### Port wiring, run 1

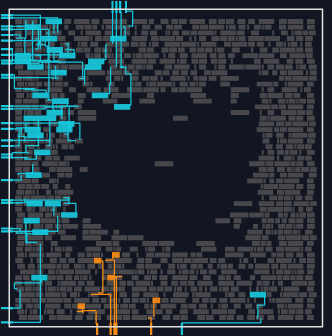
### Clock wires, drivers and flops, run 1

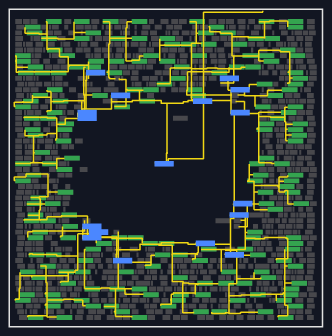
### Clock nets, run 1

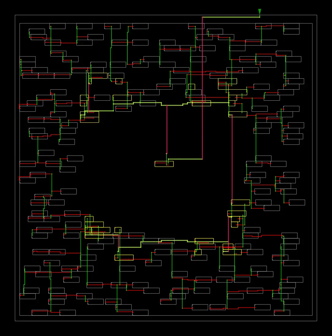
### Wiring by layer, run 1

The bar under the picture is 50 um long.
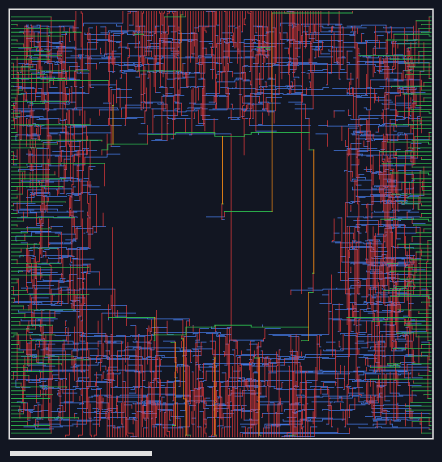
==> config.mk <==
export PLATFORM = sky130hd
export DESIGN_NAME = id_ex_pipeline_reg
export DESIGN_NICKNAME = d
export VERILOG_FILES = /design/src/rtl/id_ex_pipeline_reg.sv
export SDC_FILE = /design/constraint.sdc
export NUM_CORES = 1
export LEC_CHECK = 0
export CORE_AREA = 2 2 147 149
export DETAILED_ROUTE_END_ITERATION = 8
export DIE_AREA = 0 0 149 151
export GPL_ROUTABILITY_DRIVEN = 0
export PLACE_DENSITY = 0.84
export SLEW_MARGIN = 40
export SYNTH_ARGS = -nofsm -noshare
export SYNTH_HDL_FRONTEND = slang
export SYNTH_SLANG_ARGS = --single-unit
==> constraint.sdc <==
create_clock -name clk -period 1 [get_ports clk]
set_input_delay 0.2 -clock clk [delete_from_list [all_inputs] [get_ports clk]]
set_output_delay 0.2 -clock clk [all_outputs]
set_load 0.02 [all_outputs]
==> src/rtl/id_ex_pipeline_reg.sv <==
// Decode-to-execute pipeline register with stall (hold), flush (bubble) and a
// valid bit. Every output is driven straight from a flop.
module id_ex_pipeline_reg #(
  parameter int DATA_WIDTH = 32,
  parameter int REG_ADDR_W = 5
) (
  input  logic                  clk,
  input  logic                  rst,
  input  logic                  StallE,
  input  logic                  FlushE,
  input  logic                  ValidD,
  input  logic                  RegWriteD,
  input  logic [1:0]            ResultSrcD,
  input  logic                  MemWriteD,
  input  logic                  JumpD,
  input  logic                  BranchD,
  input  logic [2:0]            ALUControlD,
  input  logic                  ALUSrcD,
  input  logic [2:0]            Funct3D,
  input  logic [DATA_WIDTH-1:0] RD1D,
  input  logic [DATA_WIDTH-1:0] RD2D,
  input  logic [DATA_WIDTH-1:0] ImmExtD,
  input  logic [DATA_WIDTH-1:0] PCD,
  input  logic [DATA_WIDTH-1:0] PCPlus4D,
  input  logic [REG_ADDR_W-1:0] Rs1D,
  input  logic [REG_ADDR_W-1:0] Rs2D,
  input  logic [REG_ADDR_W-1:0] RdD,
  output logic                  ValidE,
  output logic                  RegWriteE,
  output logic [1:0]            ResultSrcE,
  output logic                  MemWriteE,
  output logic                  JumpE,
  output logic                  BranchE,
  output logic [2:0]            ALUControlE,
  output logic                  ALUSrcE,
  output logic [2:0]            Funct3E,
  output logic [DATA_WIDTH-1:0] RD1E,
  output logic [DATA_WIDTH-1:0] RD2E,
  output logic [DATA_WIDTH-1:0] ImmExtE,
  output logic [DATA_WIDTH-1:0] PCE,
  output logic [DATA_WIDTH-1:0] PCPlus4E,
  output logic [REG_ADDR_W-1:0] Rs1E,
  output logic [REG_ADDR_W-1:0] Rs2E,
  output logic [REG_ADDR_W-1:0] RdE
);

  typedef struct packed {
    logic                  valid;
    logic                  reg_write;
    logic [1:0]            result_src;
    logic                  mem_write;
    logic                  jump;
    logic                  branch;
    logic [2:0]            alu_control;
    logic                  alu_src;
    logic [2:0]            funct3;
    logic [DATA_WIDTH-1:0] rd1;
    logic [DATA_WIDTH-1:0] rd2;
    logic [DATA_WIDTH-1:0] imm_ext;
    logic [DATA_WIDTH-1:0] pc;
    logic [DATA_WIDTH-1:0] pc_plus4;
    logic [REG_ADDR_W-1:0] rs1;
    logic [REG_ADDR_W-1:0] rs2;
    logic [REG_ADDR_W-1:0] rd;
  } stage_t;

  stage_t stage_d, stage_q;

  always_comb begin
    // NOTE: hold is the default so every path assigns stage_d and no latch is inferred.
    stage_d = stage_q;
    if (FlushE) begin
      stage_d = '0;
    end else if (!StallE) begin
      stage_d.valid       = ValidD;
      stage_d.result_src  = ResultSrcD;
      stage_d.alu_control = ALUControlD;
      stage_d.alu_src     = ALUSrcD;
      stage_d.funct3      = Funct3D;
      stage_d.rd1         = RD1D;
      stage_d.rd2         = RD2D;
      stage_d.imm_ext     = ImmExtD;
      stage_d.pc          = PCD;
      stage_d.pc_plus4    = PCPlus4D;
      stage_d.rs1         = Rs1D;
      stage_d.rs2         = Rs2D;
      stage_d.rd          = RdD;
      // A bubble keeps its data but must never commit a side effect.
      stage_d.reg_write   = RegWriteD & ValidD;
      stage_d.mem_write   = MemWriteD & ValidD;
      stage_d.jump        = JumpD     & ValidD;
      stage_d.branch      = BranchD   & ValidD;
    end
  end

  always_ff @(posedge clk) begin
    // NOTE: non-blocking keeps every flop sampling pre-edge values.
    if (rst) stage_q <= '0;
    else     stage_q <= stage_d;
  end

  assign ValidE      = stage_q.valid;
  assign RegWriteE   = stage_q.reg_write;
  assign ResultSrcE  = stage_q.result_src;
  assign MemWriteE   = stage_q.mem_write;
  assign JumpE       = stage_q.jump;
  assign BranchE     = stage_q.branch;
  assign ALUControlE = stage_q.alu_control;
  assign ALUSrcE     = stage_q.alu_src;
  assign Funct3E     = stage_q.funct3;
  assign RD1E        = stage_q.rd1;
  assign RD2E        = stage_q.rd2;
  assign ImmExtE     = stage_q.imm_ext;
  assign PCE         = stage_q.pc;
  assign PCPlus4E    = stage_q.pc_plus4;
  assign Rs1E        = stage_q.rs1;
  assign Rs2E        = stage_q.rs2;
  assign RdE         = stage_q.rd;

endmodule

==> run summary, run 1 <==
From the run reports.

- The run finished, with violations left.
- Setup slack on the critical path of the routed design comes to -0.0961 ns.
- The setup slack of the most critical reg-to-reg path is 0.08 ns.
- The number of buffers between clock root and the deepest sink is 2.
- STA classifies the critical path endpoint as an output pin.
- The sum of buffers and inverters on the critical path reads 1.
- The cell area that synthesis handed to floorplanning was 6770 sq um.
- Yosys attributes the largest share of cell area to sky130_fd_sc_hd__dfxtp_1 56%, sky130_fd_sc_hd__mux2i_1 27%, sky130_fd_sc_hd__nor2_1 10%.
- For this run, the detailed router reports a per-instance via density of 4.43.
- The worst hold-check path type is in -> reg.
- In this design, the largest share of critical-path delay is due to flip-flops.
- The slowest cell on the critical path is sky130_fd_sc_hd__dfxtp_2.
- The depth of the worst register-to-register path is 4.
- The launch point of the critical path is RD1E[10].
- The count of buffers inserted at the top-level ports reads 381.
- The power density over the cells reads 1410 nW/um^2.
- The number of signal-net buffers in the layout reads 459.
- The quantity of gates resized following cts reads 1310.
- OpenROAD reports that the post-layout worst path occupies 110% of the period.
- Per the layout area report, the combinational fraction of cell area is 21.3%.
- The most common cell in the synthesized netlist reads sky130_fd_sc_hd__dfxtp_1.
- The switching part of the total reads 25.6%.
- The biggest area consumer among synthesized cells reads sky130_fd_sc_hd__dfxtp_1.
- The area fraction in full adders, half adders and majority gates reads 0%.
- The startpoint of the lowest-slack hold path reads StallE.
- The maximum net fanout on the critical path is 2.
- The final reports fail on setup timing.
- The total of endpoints with negative setup slack in the final report is 194.
- The pre-CTS setup check shows a worst slack of -0.430 ns.
- The synthesized netlist was found by Yosys to have 615 cells.
- The synthesis report names the predominant flop master as sky130_fd_sc_hd__dfxtp_1.
- The clock root buffer master is sky130_fd_sc_hd__clkbuf_16.
- The final wirelength reads 20700 um.
- The number of instances in the synthesized netlist is 615.
- The worst ir drop on vdd is 1.20 mV.
- The H-tree was split into 4 levels.
- The area figure in the yosys stat output is 6770 sq um.
- The number of flip-flops and latches is 189.
- Per the synthesis report, the XOR/XNOR share of the synthesized area is 0%.
- The global-route wire length before repair is 30400 um.
- The synthesized netlist devotes 0.296% of its cell area to compound gates.
- The number of inserted diodes reads 0.
- Measured on the finished design, the core utilization comes to 59.2%.
- The post-synthesis average cell area reads 11.0 sq um.
- The endpoint required time on the critical path is 0.80 ns.
Notes on 'Port wiring' above:
port	colour	bits	direction	edge	end cells	buffers	wire
Rs1D	orange	5	input	south	5	5	150 um
PCE	cyan	32	output	27 west, 4 north, 1 south	32	32	1200 um

Notes on 'Clock wires, drivers and flops' above:
[clock wires] yellow | length: 2340 um
[flip-flops] green | count: 189
[clock drivers] blue | count: 17
flops lie	all over the die
routed clock nets	18

Notes on 'Clock nets' above:
worst skew pair latency: 0.42 ns
TritonCTS Sinks: 189

Notes on 'Wiring by layer' above:
layer	colour	wire length
metal 3	green	2230 um
metal 4	orange	312 um
metal 2	red	10800 um
metal 1	blue	7330 um

## Run 2: what changed since run 1
- CORE_AREA: 2 2 147 149 -> unset
- CORE_MARGIN: unset -> 8
- CORE_UTILIZATION: unset -> 35
- DIE_AREA: 0 0 149 151 -> unset
- GPL_TIMING_DRIVEN: unset -> 0
- PLACE_DENSITY: 0.84 -> 0.89
==> run summary, run 2 <==
From the run reports.

- The fraction of power consumed by the clock network reads 38.2%.
- The main logic family after synthesis is multiplexers.
- The aggregate negative setup slack is -13.90 ns.
- The total of endpoints with negative setup slack in the final report reads 189 (-2.6%).
- The analysis attributes to cell leakage a power of 5.59 nW.
- The slowest cell on the critical path reads sky130_fd_sc_hd__dfxtp_2.
- The minimum setup slack after placement was -0.661 ns (-0.231 ns).
- The end-of-flow core utilization came to 63.9% (+4.7 points).
- The launch point of the critical path is PCE[20].
- The number of buffers between clock root and the deepest sink is 2 (unchanged).
- The number of flip-flops and latches reads 189 (unchanged).
- The number of buffers added for setup after CTS is 14.
- The footprint of the flip-flops and latches is 4020 sq um.
- The startpoint of the lowest-slack hold path reads StallE.
- The biggest area consumer among synthesized cells reads sky130_fd_sc_hd__dfxtp_1.
- The area figure in the yosys stat output reads 6770 sq um (unchanged).
- The critical path depth reads 1.
- The final wirelength is 25100 um (+21%).
- The maximum net fanout on the critical path is 2 (unchanged).
- The endpoint required time on the critical path is 0.80 ns (about the same).
- The portion of the clock cycle consumed by the worst path in the final layout is 111% (+1.4 points).
- The checks that failed: setup timing.
- Broken down by cell family, the worst path's largest delay share belongs to flip-flops.
- In the final layout, the share of cells above drive strength 1 is 46.4%.
- The switching part of the total is 26.1% (+0.50 points).
- The clock network latency to the later pin of the worst-skew pair was 0.41 ns (about the same).
- Summed over all routing layers, the global router reports a total usage of 19.7%.
- The number of cell instances after yosys synthesis reads 615 (unchanged).
- The post-synthesis xor/xnor area fraction was 0% (unchanged).
- The chip area reads 24000 sq um.
- The final worst setup slack is -0.110 ns (-0.0137 ns).
- The setup slack of the most critical reg-to-reg path came to 0.10 ns (+0.02 ns).
- For this run, the leading register cell type out of synthesis is sky130_fd_sc_hd__dfxtp_1.
- The number of instances in the synthesized netlist is 615 (unchanged).
- The quantity of gates resized following cts is 1354 (+3.4%).
- The worst ir drop on vdd is 1.38 mV (+15%).
- The sum of buffers and inverters on the critical path reads 1 (unchanged).
- The number of H-tree branching levels reads 4 (unchanged).
- The count of buffers inserted at the top-level ports is 380 (-0.26%).
- The type of destination of the critical path is an output pin.
- The combinational share of cell area reads 21.5% (+0.21 points).
- The number of inserted diodes reads 0 (unchanged).
- The compound-gate portion of the synthesized area is 0.296% (unchanged).
- The worst hold-check path type reads in -> reg.
- The area fraction in full adders, half adders and majority gates is 0% (unchanged).
- The clock root buffer master is sky130_fd_sc_hd__clkbuf_16.
- The count of cells in the finished layout, fillers not included, comes to 1320.
- The post-synthesis average cell area reads 11.0 sq um (unchanged).
- The total standard cell area after synthesis reads 6770 sq um (unchanged).
- The number of signal-net buffers in the layout came to 452 (-1.5%).
- The design received a total of 265 well taps at floorplan.
- The global-route wire length before repair reads 36800 um (+21%).
- The number of register bits inferred by synthesis is 189.
- The global routing usage on met1 reads 19.6%.
- Sorting the synthesis cell report by count puts at the top sky130_fd_sc_hd__dfxtp_1.
- The number of hold buffers added after cts reads 0.
- The number of cells on the worst hold path reads 4.
- The number of clock sinks seen by CTS was 189 (unchanged).
- The via-per-instance ratio reads 4.53 (+2.2%).
- The flow ran to the end, but the final reports show violations.
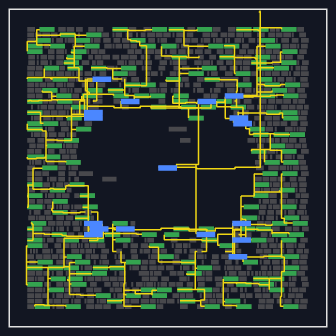
*Clock wires, drivers and flops, run 2*
[clock wires] yellow | length: 2400 um
[clock drivers] blue | count: 17
[flip-flops] green | count: 189
flops lie	all over the die

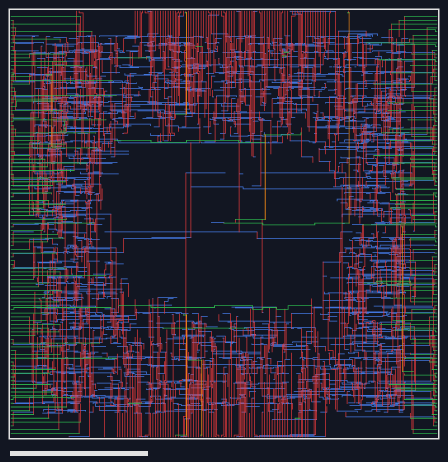
*Wiring by layer, run 2*
The bar under the picture is 50 um long.
layer	colour	wire length
metal 4	orange	292 um
metal 3	green	2780 um
metal 2	red	12900 um
metal 1	blue	9150 um

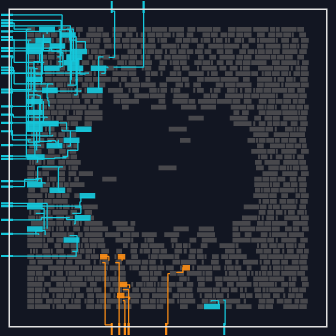
*Port wiring, run 2*
port	colour	bits	direction	edge	end cells	buffers	wire
PCE	cyan	32	output	29 west, 2 north, 1 south	32	32	1560 um
Rs1D	orange	5	input	south	5	5	158 um

## Run 3: what changed since run 2
- MAX_ROUTING_LAYER: unset -> met4
- TNS_END_PERCENT: unset -> 30
==> run summary, run 3 <==
From the run reports.

- The flow ran to the end, but the final reports show violations.
- The final reports fail on setup timing.
- The count of non-CTS inverters in the layout reads 0.
- The clock root buffer master is sky130_fd_sc_hd__clkbuf_16.
- The clock network latency to the later pin of the worst-skew pair came to 0.41 ns (about the same).
- The quantity of gates resized following cts reads 1239 (-8.5%).
- The leakage power came to 5.50 nW (-1.6%).
- The footprint of the flip-flops and latches is 4030 sq um (about the same).
- The slowest cell on the critical path reads sky130_fd_sc_hd__dfxtp_2.
- The end-of-flow core utilization is 63.2% (-0.74 points).
- The max-slew violation count reads 0.
- The worst setup path category is reg -> out.
- The startpoint of the lowest-slack hold path is StallE.
- The number of instances in the synthesized netlist was 615 (unchanged).
- The sum of buffers and inverters on the critical path reads 1 (unchanged).
- The endpoint required time on the critical path is 0.80 ns (about the same).
- The global routing usage on met1 reads 20.1% (+0.52 points).
- The post-synthesis average cell area reads 11.0 sq um (unchanged).
- The number of buffers added for setup after CTS came to 8 (-6).
- The main logic family after synthesis reads multiplexers.
- The headroom to the max-slew limit reads 77.8%.
- The total global-route track usage reads 19.9% (+0.21 points).
- According to the hold report, the worst path is of the in -> reg type.
- The post-synthesis xor/xnor area fraction reads 0% (unchanged).
- Among all flip-flop cells after synthesis, the most frequent one is sky130_fd_sc_hd__dfxtp_1.
- The combinational share of cell area is 21.7% (+0.15 points).
- In the post-synthesis netlist, the cell with the most instances is sky130_fd_sc_hd__dfxtp_1.
- Looking at area per cell type in the netlist, the leader is sky130_fd_sc_hd__dfxtp_1.
- Counting I/O delays and the setup requirement, the final critical path takes 1.11 ns.
- The number of H-tree branching levels is 4 (unchanged).
- The count of buffers inserted at the top-level ports reads 380 (unchanged).
- The launch point of the critical path is PCE[20].
- The number of global-route vias before repair came to 6439.
- The portion of the clock cycle consumed by the worst path in the final layout is 111% (+0.16 points).
- The total standard cell area after synthesis is 6770 sq um (unchanged).
- The number of cell instances after yosys synthesis is 615 (unchanged).
- The post-route report lists met1 wire length as 9400 um.
- The die extent in y is 155 um.
- The switching part of the total came to 26.1% (-0.052 points).
- The number of buffers between clock root and the deepest sink reads 2 (unchanged).
- The tap cell instance count reads 265 (unchanged).
- The power dissipated in the clock network is 6.65 mW.
- The total of endpoints with negative setup slack in the final report reads 189 (unchanged).
- The final wirelength is 25100 um (about the same).
- The number of buffers created by CTS reads 17.
- The number of cells on the worst reg-to-reg path is 4.
- The fraction of power consumed by the clock network is 38.2% (about the same).
- The area figure in the yosys stat output reads 6770 sq um (unchanged).
- The critical path depth is 1 (unchanged).
- The setup slack of the most critical reg-to-reg path is 0.16 ns (+0.06 ns).
- The number of flip-flops and latches is 189 (unchanged).
- The cell-internal power is 12.9 mW.
- The number of remaining DRC errors reads 0.
- The maximum net fanout on the critical path reads 2 (unchanged).
- The kind of cell adding the most delay to the critical path reads flip-flops.
- The fraction of layout instances using a drive strength above 1 is 45.2% (-1.3 points).
- The global-route wire length before repair reads 35900 um (-2.2%).
- The transition time at the pin with the least slew margin reads 0.324 ns.
- The number of register bits inferred by synthesis was 189 (unchanged).
- The worst ir drop on vdd was 1.37 mV (-0.36%).
- The final worst setup slack is -0.111 ns (-0.00157 ns).
- The number of cells on the worst hold path is 4 (unchanged).
- For reference, the critical path cell chain is buf_6.
- The number of clock sinks seen by CTS reads 189 (unchanged).
- The worst setup path is captured at an output pin.
- The minimum setup slack after placement is -0.661 ns (unchanged).
- The via-per-instance ratio came to 4.58 (+1.0%).
- The area fraction in full adders, half adders and majority gates is 0% (unchanged).
- The number of signal-net buffers in the layout reads 437 (-3.3%).
- The chip area reads 24000 sq um (unchanged).
- The total congestion overflow after global routing is 0.
- The number of hold buffers added after cts is 0 (unchanged).
- The compound-gate portion of the synthesized area came to 0.296% (unchanged).
- The number of inserted diodes reads 0 (unchanged).
- The aggregate negative setup slack reads -14.16 ns (-0.255 ns).
- The final cell count without fillers reads 1305 (-1.1%).
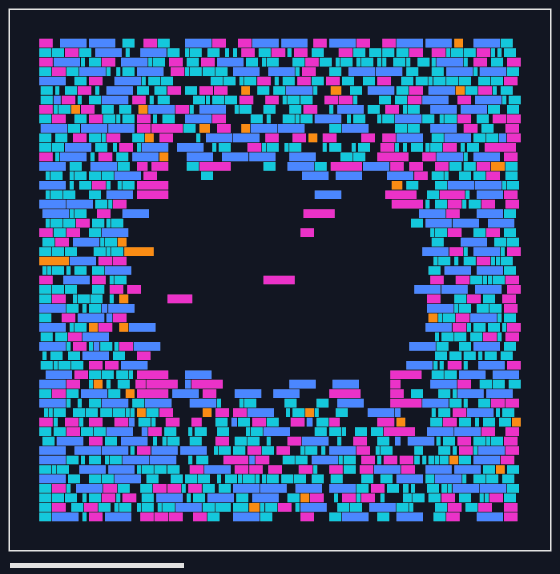
*Drive-strength map, run 3*
The bar under the picture is 50 um long.
size	colour	cells
_3 and _4 cells	orange	31
_2 cells	blue	200
_6 and larger	magenta	239
_0 and _1 cells	cyan	570

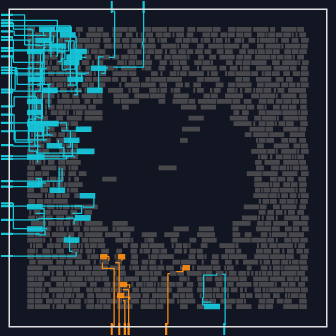
*Port wiring, run 3*
port	colour	bits	direction	edge	end cells	buffers	wire
PCE	cyan	32	output	29 west, 2 north, 1 south	32	32	1670 um
Rs1D	orange	5	input	south	5	5	160 um

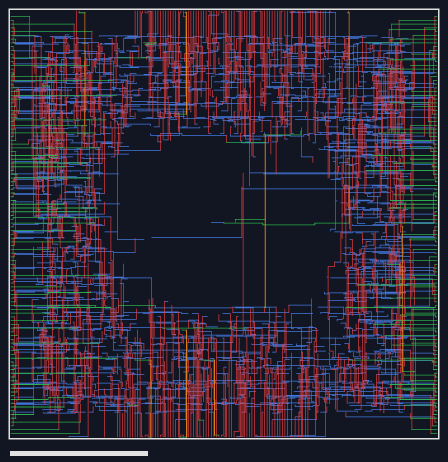
*Wiring by layer, run 3*
The bar under the picture is 50 um long.
layer	colour	wire length
metal 3	green	2370 um
metal 1	blue	9400 um
metal 4	orange	407 um
metal 2	red	12900 um

Power and IR drop assume default switching activity.
